Run 1, met1 routing:
(4 px per µm) Supply wires on this layer in gray.
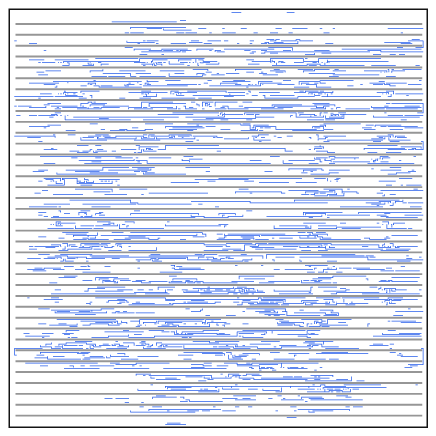
Run 1, metal 2:
(3 px per µm) Cells faint in the background.
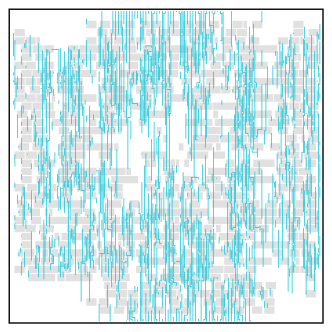
Run 1, met3 routing:
(4 px per µm)
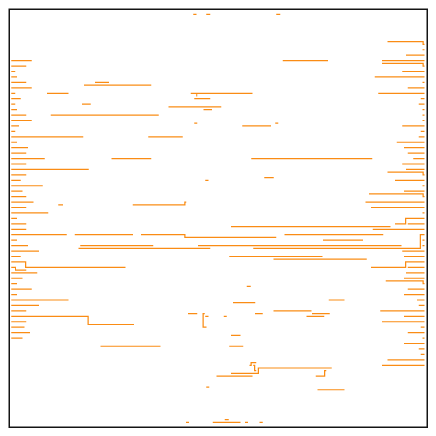
File: src/rtl/alu_src_sel_if.sv
// Handshake bundle between the operand producer, the source-select stage and the ALU.
// The producer/ALU side uses master; the stage uses slave.
interface alu_src_sel_if #(
    parameter int unsigned WIDTH   = 32,
    parameter int unsigned NUM_SRC = 4
);
    localparam int unsigned SEL_W = $clog2(NUM_SRC);

    logic [NUM_SRC*WIDTH-1:0] src_bus;
    logic [SEL_W-1:0]         sel;
    logic                     fwd_en;
    logic [WIDTH-1:0]         fwd_data;
    logic                     in_valid;
    logic                     in_ready;
    logic [WIDTH-1:0]         out_data;
    logic                     out_illegal;
    logic                     out_valid;
    logic                     out_ready;

    modport master (
        output src_bus, sel, fwd_en, fwd_data, in_valid, out_ready,
        input  in_ready, out_data, out_illegal, out_valid
    );

    modport slave (
        input  src_bus, sel, fwd_en, fwd_data, in_valid, out_ready,
        output in_ready, out_data, out_illegal, out_valid
    );
endinterface

File: src/rtl/alu_src_sel_stage.sv
// Operand-source select stage for one ALU input: picks a source word or a forwarded
// result and holds it in a 2-entry skid buffer with valid/ready on both sides.
module alu_src_sel_stage #(
    parameter int unsigned WIDTH       = 32,
    parameter int unsigned NUM_SRC     = 4,
    parameter logic [31:0] ILLEGAL_VAL = 32'hDEADBEEF
) (
    input  logic          clk,
    input  logic          rst,
    alu_src_sel_if.slave  bus
);
    localparam int unsigned SEL_W = $clog2(NUM_SRC);

    typedef enum logic [1:0] {
        EMPTY = 2'd0,
        ONE   = 2'd1,
        TWO   = 2'd2
    } state_t;

    state_t           state_q, state_d;
    logic [WIDTH-1:0] main_word_q, main_word_d;
    logic             main_ill_q, main_ill_d;
    logic [WIDTH-1:0] skid_word_q, skid_word_d;
    logic             skid_ill_q, skid_ill_d;

    logic [WIDTH-1:0] sel_word;
    logic             sel_ill;
    logic             accept;
    logic             in_fire;
    logic             out_fire;

    // Operand select: forward beats sel; anything past the last source is illegal.
    always_comb begin
        sel_word = WIDTH'(ILLEGAL_VAL);
        sel_ill  = 1'b1;
        for (int unsigned k = 0; k < NUM_SRC; k++) begin
            if (bus.sel == SEL_W'(k)) begin
                sel_word = bus.src_bus[k*WIDTH +: WIDTH];
                sel_ill  = 1'b0;
            end
        end
        if (bus.fwd_en) begin
            sel_word = bus.fwd_data;
            sel_ill  = 1'b0;
        end
    end

    // in_ready depends on state only, so no combinational path from out_ready.
    assign accept   = (state_q != TWO) && !rst;
    assign in_fire  = bus.in_valid && accept;
    assign out_fire = (state_q != EMPTY) && bus.out_ready;

    always_comb begin
        state_d     = state_q;
        main_word_d = main_word_q;
        main_ill_d  = main_ill_q;
        skid_word_d = skid_word_q;
        skid_ill_d  = skid_ill_q;
        case (state_q)
            EMPTY: begin
                if (in_fire) begin
                    state_d     = ONE;
                    main_word_d = sel_word;
                    main_ill_d  = sel_ill;
                end
            end
            ONE: begin
                if (in_fire && !out_fire) begin
                    state_d     = TWO;
                    skid_word_d = sel_word;
                    skid_ill_d  = sel_ill;
                end else if (in_fire && out_fire) begin
                    main_word_d = sel_word;
                    main_ill_d  = sel_ill;
                end else if (out_fire) begin
                    // Clear main so out_data reads zero while empty.
                    state_d     = EMPTY;
                    main_word_d = '0;
                    main_ill_d  = 1'b0;
                end
            end
            TWO: begin
                if (out_fire) begin
                    state_d     = ONE;
                    main_word_d = skid_word_q;
                    main_ill_d  = skid_ill_q;
                    skid_word_d = '0;
                    skid_ill_d  = 1'b0;
                end
            end
            default: begin
                state_d     = EMPTY;
                main_word_d = '0;
                main_ill_d  = 1'b0;
                skid_word_d = '0;
                skid_ill_d  = 1'b0;
            end
        endcase
    end

    always_ff @(posedge clk or posedge rst) begin
        if (rst) begin
            state_q     <= EMPTY;
            main_word_q <= '0;
            main_ill_q  <= 1'b0;
            skid_word_q <= '0;
            skid_ill_q  <= 1'b0;
        end else begin
            state_q     <= state_d;
            main_word_q <= main_word_d;
            main_ill_q  <= main_ill_d;
            skid_word_q <= skid_word_d;
            skid_ill_q  <= skid_ill_d;
        end
    end

    assign bus.in_ready    = accept;
    assign bus.out_valid   = (state_q != EMPTY);
    assign bus.out_data    = main_word_q;
    assign bus.out_illegal = main_ill_q;

endmodule

File: src/flat_wrapper.sv
// flat-port wrapper written by rule: the top's interface ports become plain ports
module alu_src_sel_stage_flat 
#(
    parameter int unsigned WIDTH       = 32,
    parameter int unsigned NUM_SRC     = 4,
    parameter logic [31:0] ILLEGAL_VAL = 32'hDEADBEEF
)
  (clk, rst, bus_src_bus, bus_sel, bus_fwd_en, bus_fwd_data, bus_in_valid, bus_out_ready, bus_in_ready, bus_out_data, bus_out_illegal, bus_out_valid);
  alu_src_sel_if #(.WIDTH(WIDTH), .NUM_SRC(NUM_SRC)) bus_i ();
  input  logic clk;
  input  logic rst;
  input wire logic [$bits(bus_i.src_bus)-1:0] bus_src_bus;
  input wire logic [$bits(bus_i.sel)-1:0] bus_sel;
  input wire logic [$bits(bus_i.fwd_en)-1:0] bus_fwd_en;
  input wire logic [$bits(bus_i.fwd_data)-1:0] bus_fwd_data;
  input wire logic [$bits(bus_i.in_valid)-1:0] bus_in_valid;
  input wire logic [$bits(bus_i.out_ready)-1:0] bus_out_ready;
  output wire logic [$bits(bus_i.in_ready)-1:0] bus_in_ready;
  output wire logic [$bits(bus_i.out_data)-1:0] bus_out_data;
  output wire logic [$bits(bus_i.out_illegal)-1:0] bus_out_illegal;
  output wire logic [$bits(bus_i.out_valid)-1:0] bus_out_valid;
  assign bus_i.src_bus = bus_src_bus;
  assign bus_i.sel = bus_sel;
  assign bus_i.fwd_en = bus_fwd_en;
  assign bus_i.fwd_data = bus_fwd_data;
  assign bus_i.in_valid = bus_in_valid;
  assign bus_i.out_ready = bus_out_ready;
  assign bus_in_ready = bus_i.in_ready;
  assign bus_out_data = bus_i.out_data;
  assign bus_out_illegal = bus_i.out_illegal;
  assign bus_out_valid = bus_i.out_valid;
  alu_src_sel_stage #(.WIDTH(WIDTH), .NUM_SRC(NUM_SRC), .ILLEGAL_VAL(ILLEGAL_VAL)) u_core (.clk(clk), .rst(rst), .bus(bus_i));
endmodule
File: config.mk
export PLATFORM = sky130hd
export DESIGN_NAME = alu_src_sel_stage_flat
export DESIGN_NICKNAME = d
export VERILOG_FILES = /design/src/rtl/alu_src_sel_if.sv /design/src/rtl/alu_src_sel_stage.sv /design/src/flat_wrapper.sv
export SDC_FILE = /design/constraint.sdc
export NUM_CORES = 1
export LEC_CHECK = 0
export ABC_AREA = 0
export CAP_MARGIN = 20
export CORE_UTILIZATION = 40
export CTS_CLUSTER_SIZE = 40
export DETAILED_ROUTE_END_ITERATION = 10
export GPL_TIMING_DRIVEN = 0
export PLACE_DENSITY = 0.79
export SLEW_MARGIN = 20
export SYNTH_ARGS = -nofsm -noshare
export SYNTH_HDL_FRONTEND = slang
export SYNTH_SLANG_ARGS = --single-unit
File: constraint.sdc
create_clock -name clk -period 2.2 [get_ports clk]
set_input_delay 0.22 -clock clk [delete_from_list [all_inputs] [get_ports clk]]
set_output_delay 0.22 -clock clk [all_outputs]
set_load 0.02 [all_outputs]
==> out/results.txt, run 1 <==
Post-DRT Antenna Nets: 0
Hold-fix buffers, CTS: 0
Critical path arrival: 1690 ps
Inst Count DP: 698
CP Max Fanout: 10
R2r worst-path depth: 5
Rows: 36
Slew HR: 0.623
Leak: 0.00284 µW
DIE HEIGHT: 104 µm
H-tree levels: 3
Seq/Total Area, Yosys: 0.408
OpenROAD warnings: 26
Top cell type by total area after synthesis: dfrtp_1
Clk slew on worst S/H paths: 70 ps
Final worst path period share: 0.868
Yosys cell count: 366
Post-Syn Instances: 366
CP Class: flip-flop to primary output
Max VDD drop: 0.000321 V
Commonest cells in the netlist: dfrtp_1 (68), mux2i_1 (66), a22o_1 (62)
Dpl cell area: 6340 µm²
Hold Violations, Final: 0
CP Launch Type: flip-flop
Core ar.: 9950 µm²
Chip footprint: 10800 µm²
Fin nets: 743
Max Root-Sink Buffers: 2
Chip Area, Yosys: 4170 µm²
RePlAce Congestion: 0.840
Final cell count without fillers: 713
Synth warn: 0
Top cells, area: dfrtp_1 (41%), mux2i_1 (16%), a22o_1 (13%)
Yosys reg bits: 68
WHS Path Cells: 2
Initial antenna violation count: 0
Total iterations of the first detailed-routing run: 7
Fmax: 524 MHz
Overall power: 4380 µW
HPWL Detailed: 10600 µm
Max_cap viols: 0
Vias in the first global route: 4312
Post-synthesis cell area: 4170 µm²
Cell Pwr Density: 673 nW/µm²
Sink Count: 68
Clock Skews: 10.9 ps
Clk latency late pin: 340 ps
Mean post-synth cell area: 11.4 µm²
Period minus WS final: 1910 ps
Fp_density: 0.419
Setup bufs post-CTS: 0
Root Buffer Master: clkbuf_8
Setup Viol. Count Final: 0
WL per Instance: 20.0 µm
Vias per cell: 5.83
Layout fillers: 812
Outcome: finished, final reports clean
Slew @ Worst Pin: 566 ps
Commonest flop: dfrtp_1
Die X: 104 µm
Final instance area: 6520 µm²
I/O pin count: 202
Area growth syn-to-layout: 56.3%
DRC violations left: 0
Gr usage total: 0.264
Post-synth ARST share: 1.00
First-pass GRT wire length: 22500 µm
Setup crit end kind: primary output
Area leader share: 0.408
Cell Type Count: 35
Count of library flops with an enable pin: 0
Share of cells above drive strength 1: 0.105
WP data required: 1980 ps
Net Count, Synth: 533
Final Slew Violations: 0
Ant diodes: 0
Hold crit path type: input pin to flip-flop
PortBufs: 198
Pin count of the biggest net entering global routing: 37
Most frequent cell after synthesis: dfrtp_1
Post-cts sizing count: 0
## Picture notes: 'met1 routing'
- nets with wire on the layer: 646
- share of all routed wire: 41%
met1 usage: 0.324
Post-Route WL: 14200 µm
via count: 4160

## Picture notes: 'metal 2'
- share of all routed wire: 48%
- longest straight run: 43.5 µm
- main direction: vertical
met2 Resource Use GR: 0.446

## Picture notes: 'met3 routing'
- longest straight run: 50.6 µm
- main direction: horizontal
- wire length on this layer: 1190 µm
GR Layer Usage met3: 0.0702

-- run 1: where the power goes --
| part | leakage, µW | switching (µW) | internal [µW] | total (µW) |
|---|---|---|---|---|
| combinational | 0.00186 | 749 | 947 | 1700 |
| sequential | 0.000890 | 216 | 1540 | 1760 |
| clock | 0.0000872 | 470 | 461 | 930 |
| total | 0.00284 | 1430 | 2950 | 4380 |
-- run 1: final timing paths --
path	startpoint	endpoint	slack [ps]
worst max-delay path	u_core.state_q[1]	bus_in_ready	290
worst min-delay path	bus_out_ready	u_core.state_q[1]	180
worst max register to register	u_core.state_q[1]	u_core.bus.out_data[14]	470
worst min register to register	u_core.skid_ill_q	u_core.skid_ill_q	490
max in group asynchronous	rst	u_core.skid_word_q[7]	1300
min in group asynchronous	rst	u_core.bus.out_data[31]	360
-- run 1: layout by cell type, fill, tap and decap left out, drive strengths merged, types with 2 or more instances in the layout --
cell	count
nand2	4
and2	2
o22ai	2
nor3b	3
a221o	31
a221oi	3
mux2i	66
clkinv	30
nor2	7
inv	2
dfrtp	68
clkbuf	17
clkinvlp	2
a22o	62
a21oi	4
nor2b	6
a222oi	28
buf	35
clkdlybuf4s50	198
-- run 1: final cells by class --
type	instances	area, µm²	area share
Clock buffer	11	151	0.0232
Timing Repair Buffer	199	2000	0.307
Clock inverter	4	25.0	0.00384
Sequential cell	68	1700	0.261
Inverter	30	115	0.0177
Tap cell	133	166	0.0255
Multi-Input combinational cell	228	2090	0.320
Buffer	40	270	0.0415
-- run 1: critical path: stages, from the launching register on --
cell and delay, ps:
dfrtp_1 360, buf_4 170, inv_2 70, nor2_1 50, nor2_1 90, clkdlybuf4s50_1 610
-- run 1: through the flow --
stage | utilization | worst slack (ps) | hold slack [ps] | setup TNS, ps
global placement | 0.635 | -898 | 472 | -60840
CTS | 0.655 | 275 | 175 | 0
finish | 0.655 | 290 | 183 | 0
detailed placement | 0.637 | 14.1 | 475 | 0
global route | 0.655 | 185 | 190 | 0
floorplan | - | 268 | 453 | 0
-- run 1: kinds of logic after synthesis --
logic type	Yosys count	share of synthesized area
AND-OR/OR-AND	135	0.299
buffers and inverters	70	0.0918
flip-flops	68	0.408
multiplexers	66	0.158
AND/OR/NAND/NOR	27	0.0429
-- run 1: sequential cells by signal, indices dropped and copies added (netlist names) --
register,flops
u_core.bus.out_illegal,1
u_core.skid_ill_q,1
u_core.state_q,2
u_core.skid_word_q,32
u_core.bus.out_data,32
-- run 1: layer usage --
metal / share of wire / track usage / up-vias / wire (µm)
li1: - / - / 1891 / -
met1: 0.41 / 0.324 / 2028 / 5900
met2: 0.48 / 0.446 / 217 / 6830
met3: 0.084 / 0.0702 / 24 / 1190
met4: 0.022 / 0.0929 / 0 / 310
met5: 0 / 0 / - / 0
--- run 2 (diff from run 1) ---
CAP_MARGIN = 0   (was 20)
GPL_TIMING_DRIVEN = default   (was 0)
TNS_END_PERCENT = 50   (was default)
Run 2, met3 routing:
(4 px per µm)
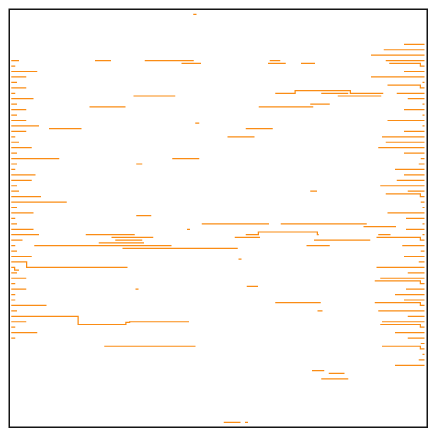
- main direction: horizontal
- longest straight run: 34.0 µm
- share of all routed wire: 7.5%
- nets with wire on the layer: 145
Post-Route WL: 13300 µm
via count: 4097
GR Layer Usage met3: 0.0545

==> run 2 against run 1 <==
Utilization up 0.84 points; non-clock buffer count is 14 lower; setup slack worse by 96 ps; sequential cell count unchanged; worst hold slack improved by 310 ps; via count down 1.5%; die size stayed put; sequential share of layout area fell by 0.33 points; count of clock-buffer cells in the layout fell by 2; critical endpoint unchanged.
==> out/results.txt, run 2 <==
Metal3 WL: 998 µm
I/O pin count: 202
Fmax: 499 MHz
Slew HR: 0.316
Top cell type by total area after synthesis: dfrtp_1
Setup Viol. Count Final: 0
Final cell count without fillers: 700
Max_cap viols: 0
Net Count, Synth: 533
Cell Type Count: 35
Clock Skews: 8.79 ps
Layout fillers: 763
Top sig layer: met4
WHS Path Cells: 1
Fin nets: 729
DRC violations left: 0
WP data required: 1980 ps
Most common cell on crit path: nor2_1
Mean post-synth cell area: 11.4 µm²
Rows: 36
Chip footprint: 10800 µm²
Gr usage total: 0.250
Leak: 0.00283 µW
Most frequent cell after synthesis: dfrtp_1
Pin count of the biggest net entering global routing: 69
Clk slew on worst S/H paths: 80 ps
Critical path buffer and inverter count: 3
Area growth syn-to-layout: 58.3%
Final worst path period share: 0.912
OpenROAD warnings: 26
Area leader share: 0.408
Most frequent logic cell in the layout: clkdlybuf4s50_1
Final Slew Violations: 0
Slowest Stage Delay on Critical Path: 610 ps
Vias per cell: 5.85
Core ar.: 9950 µm²
Setup bufs post-CTS: 0
H-tree levels: 3
DR WL met2: 6790 µm
First-pass GRT wire length: 21900 µm
Outcome: finished, final reports clean
Post-synthesis cell area: 4170 µm²
Final instance area: 6600 µm²
Synth warn: 0
Total iterations of the first detailed-routing run: 6
Seq/Total Area, Yosys: 0.408
Overall power: 4620 µW
R2r worst-path depth: 5
Inst Count DP: 684
Top Layout Cells: clkdlybuf4s50_1 (200), dfrtp_1 (68), mux2i_1 (66), a22o_1 (62), a221o_1 (31)
Max VDD drop: 0.000369 V
Hold crit path type: flip-flop to flip-flop
Post-DRT Antenna Nets: 0
Initial antenna violation count: 0
Top cells, area: dfrtp_1 (41%), mux2i_1 (16%), a22o_1 (13%)
Run 2, metal 2:
(3 px per µm) Cells faint in the background.
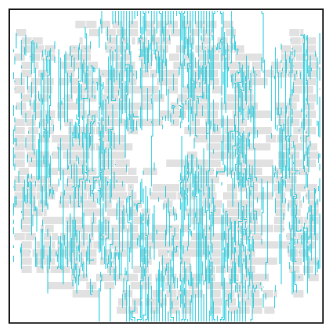
- longest straight run: 43.7 µm
- main direction: vertical
met2 Resource Use GR: 0.460

==> run 2: cell counts after synthesis <==
Identical to the previous run, type by type.
==> run 2: worst register-to-register path, cell delays in order, from the launching register on <==
cell,delay (ps)
dfrtp_1,430
nand2_1,110
nor3b_4,660
buf_8,240
buf_4,160
a221o_1,150
==> run 2: area by class of cell <==
class                   instances  share of cell area
clock inverters                 7              0.0152
repair buffers                225               0.345
multi-input cells             228               0.321
clock buffers                   9              0.0188
well taps                     133              0.0252
inverters                      30              0.0171
flip-flops and latches         68               0.258
==> run 2: through the flow <==
| step | hold slack, ps | setup WS, ps | TNS [ps] | utilization |
|---|---|---|---|---|
| after floorplan | 453 | 268 | 0 | - |
| final | 493 | 194 | 0 | 0.663 |
| after CTS | 498 | 179 | 0 | 0.663 |
| after global routing | 518 | 114 | 0 | 0.663 |
| after detailed placement | 475 | 17.2 | 0 | 0.641 |
| after global placement | 476 | -117 | -2560 | 0.638 |
==> run 2: per-layer routing <==
layer / vias up / global-route usage
met5: - / 0
met4: 0 / 0.0612
met3: 11 / 0.0545
met2: 204 / 0.460
met1: 2016 / 0.295
li1: 1866 / -
==> run 2: where the power goes <==
part	switching (µW)	internal, µW	total, µW
registers	218	1540	1760
logic	746	969	1720
clock network	499	646	1150
==> run 2: logic make-up (layout without fill, tap and decap cells) <==
group,after synthesis,in the layout,share of synthesized area
AOI/OAI and AO/OA,135,135,0.299
DFF,68,68,0.408
and+or+nand+nor,27,27,0.0429
buffers and inverters,70,271,0.0918
muxes,66,66,0.158
==> run 2: worst max-delay path by stage <==
stage	startpoint	to	slack, ps	cells past startpoint
final	u_core.state_q[1]	bus_in_ready	190	5
after CTS	u_core.state_q[1]	bus_in_ready	180	5
after global routing	u_core.state_q[1]	bus_in_ready	110	5
after detailed placement	rst	u_core.skid_word_q[13]	20	5
after global placement	rst	u_core.bus.out_data[24]	-120	4
after floorplan	rst	u_core.bus.out_data[0]	270	1
--- run 3 (diff from run 2) ---
CORE_UTILIZATION = 41   (was 40)
GPL_TIMING_DRIVEN = 0   (was default)
PLACE_DENSITY = 0.81   (was 0.79)
Run 3, met4 routing:
(4 px per µm) Supply wires on this layer in gray.
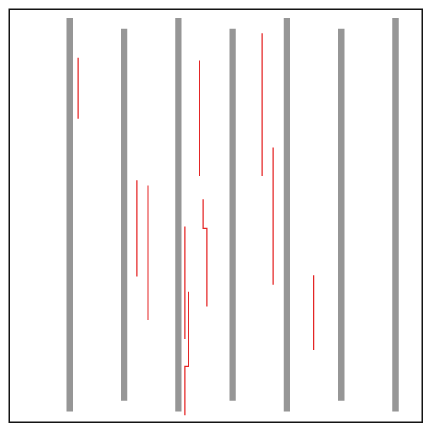
- main direction: vertical
- share of all routed wire: 1.9%
- wire length on this layer: 275 µm
via count: 4191
Post-Route WL: 14200 µm

==> run 3 against run 2 <==
Utilization is 0.14 points higher; highest routed layer unchanged; largest power group unchanged; synthesized area stayed put; cell count is 1.9% higher; clock power is about 10% lower; clock skew is 2.3 ps lower; register-to-register slack better by 140 ps.
==> out/results.txt, run 3 <==
Rows: 36
HPWL Detailed: 10600 µm
DR WL met2: 7020 µm
Worst R2R Setup Slack: 520 ps
Most frequent cell after synthesis: dfrtp_1
Chip footprint: 10600 µm²
Top cell type by total area after synthesis: dfrtp_1
PortBufs: 198
WHS Path Cells: 2
Synth warn: 0
Pre-CTS setup slack: 30.0 ps
Commonest cells in the netlist: dfrtp_1 (68), mux2i_1 (66), a22o_1 (62)
Ant diodes: 0
WP data required: 1980 ps
CP Class: flip-flop to primary output
Reg-to-Reg Start: u_core.state_q[1]
RePlAce Congestion: 0.817
Metal3 WL: 1380 µm
Overall power: 4450 µW
Fmax: 528 MHz
Outcome: finished, final reports clean
WL per Instance: 19.9 µm
Critical path buffer and inverter count: 3
Chip Area, Yosys: 4170 µm²
Post-cts sizing count: 0
Hold crit path type: input pin to flip-flop
Slowest-stage cell, CP: clkdlybuf4s50_1
Area leader share: 0.408
First-pass GRT wire length: 21200 µm
Seq/Total Area, Yosys: 0.408
Area growth syn-to-layout: 56.4%
Post-synth ARST share: 1.00
CP Launch Type: flip-flop
Setup bufs post-CTS: 0
Clk slew on worst S/H paths: 70 ps
I/O pin count: 202
Top cells, area: dfrtp_1 (41%), mux2i_1 (16%), a22o_1 (13%)
Final Slew Violations: 0
Top sig layer: met4
Mean post-synth cell area: 11.4 µm²
Root Buffer Master: clkbuf_8
Final WS setup: 306 ps
Max VDD drop: 0.000332 V
Fin nets: 743
Yosys reg bits: 68
CP top delay family: buffers and inverters
Gr usage total: 0.269
Total iterations of the first detailed-routing run: 8
Initial antenna violation count: 0
Slew @ Worst Pin: 605 ps
Slowest Stage Delay on Critical Path: 610 ps
H-tree levels: 3
Slew HR: 0.597
Final worst path period share: 0.861
Clk latency late pin: 330 ps
Most frequent logic cell in the layout: clkdlybuf4s50_1
Hold Violations, Final: 0
Period minus WS final: 1890 ps
Yosys cell count: 366
Run 3, metal 2:
(3 px per µm) Cells faint in the background.
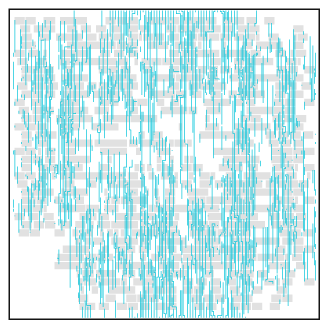
- main direction: vertical
- wire length on this layer: 7020 µm
met2 Resource Use GR: 0.463

## run 3: cell count changes in the layout (fill, tap and decap cells not counted), moves of 3 or more
cell	change
buf_4	-14
buf_6	+4
clkbuf_1	+9
buf_2	+24
clkinv_4	-3
## run 3: layer usage
metal  up-vias  GRT usage
met4         0      0.113
met3        22     0.0664
met5         -          0
li1       1890          -
met1      2060      0.320
met2       219      0.463
## run 3: worst max-delay path by stage
stage	end	slack [ps]	cells after the start	from
final	bus_in_ready	310	5	u_core.state_q[1]
after global routing	bus_in_ready	250	5	u_core.state_q[1]
after CTS	bus_in_ready	290	5	u_core.state_q[1]
after detailed placement	u_core.bus.out_data[4]	30	5	rst
after global placement	u_core.bus.out_data[7]	-900	2	rst
after floorplan	u_core.bus.out_data[0]	270	1	rst
## run 3: cell type report
type | count | area [µm²] | share of cell area
flip-flops and latches | 68 | 1700 | 0.261
multi-input cells | 228 | 2090 | 0.320
repair buffers | 199 | 2000 | 0.307
clock inverters | 2 | 35.0 | 0.00537
well taps | 133 | 166 | 0.0255
plain buffers | 40 | 270 | 0.0414
clock buffers | 13 | 149 | 0.0228
inverters | 30 | 115 | 0.0176
## run 3: metrics by stage
step                       util  instances  setup TNS, ps  hold WS [ps]  area, µm²
after floorplan               -        366              0           453       4170
after global placement    0.644        697         -60750           474       6320
after CTS                 0.665        713              0           183       6530
after global routing      0.665        713              0           183       6530
after detailed placement  0.646        698              0           492       6340
final                     0.665        713              0           190       6530
## run 3: power breakdown
group	internal [µW]	switching, µW	total [µW]
Clock	549	441	990
Combinational	947	751	1700
Sequential	1540	215	1760
## run 3: cells by family after synthesis
family,after synthesis,synth area share
muxes,66,0.158
DFF,68,0.408
AOI/OAI and AO/OA,135,0.299
and+or+nand+nor,27,0.0429
buffers and inverters,70,0.0918
No activity file was given, so power comes from the tool's default toggle rates.
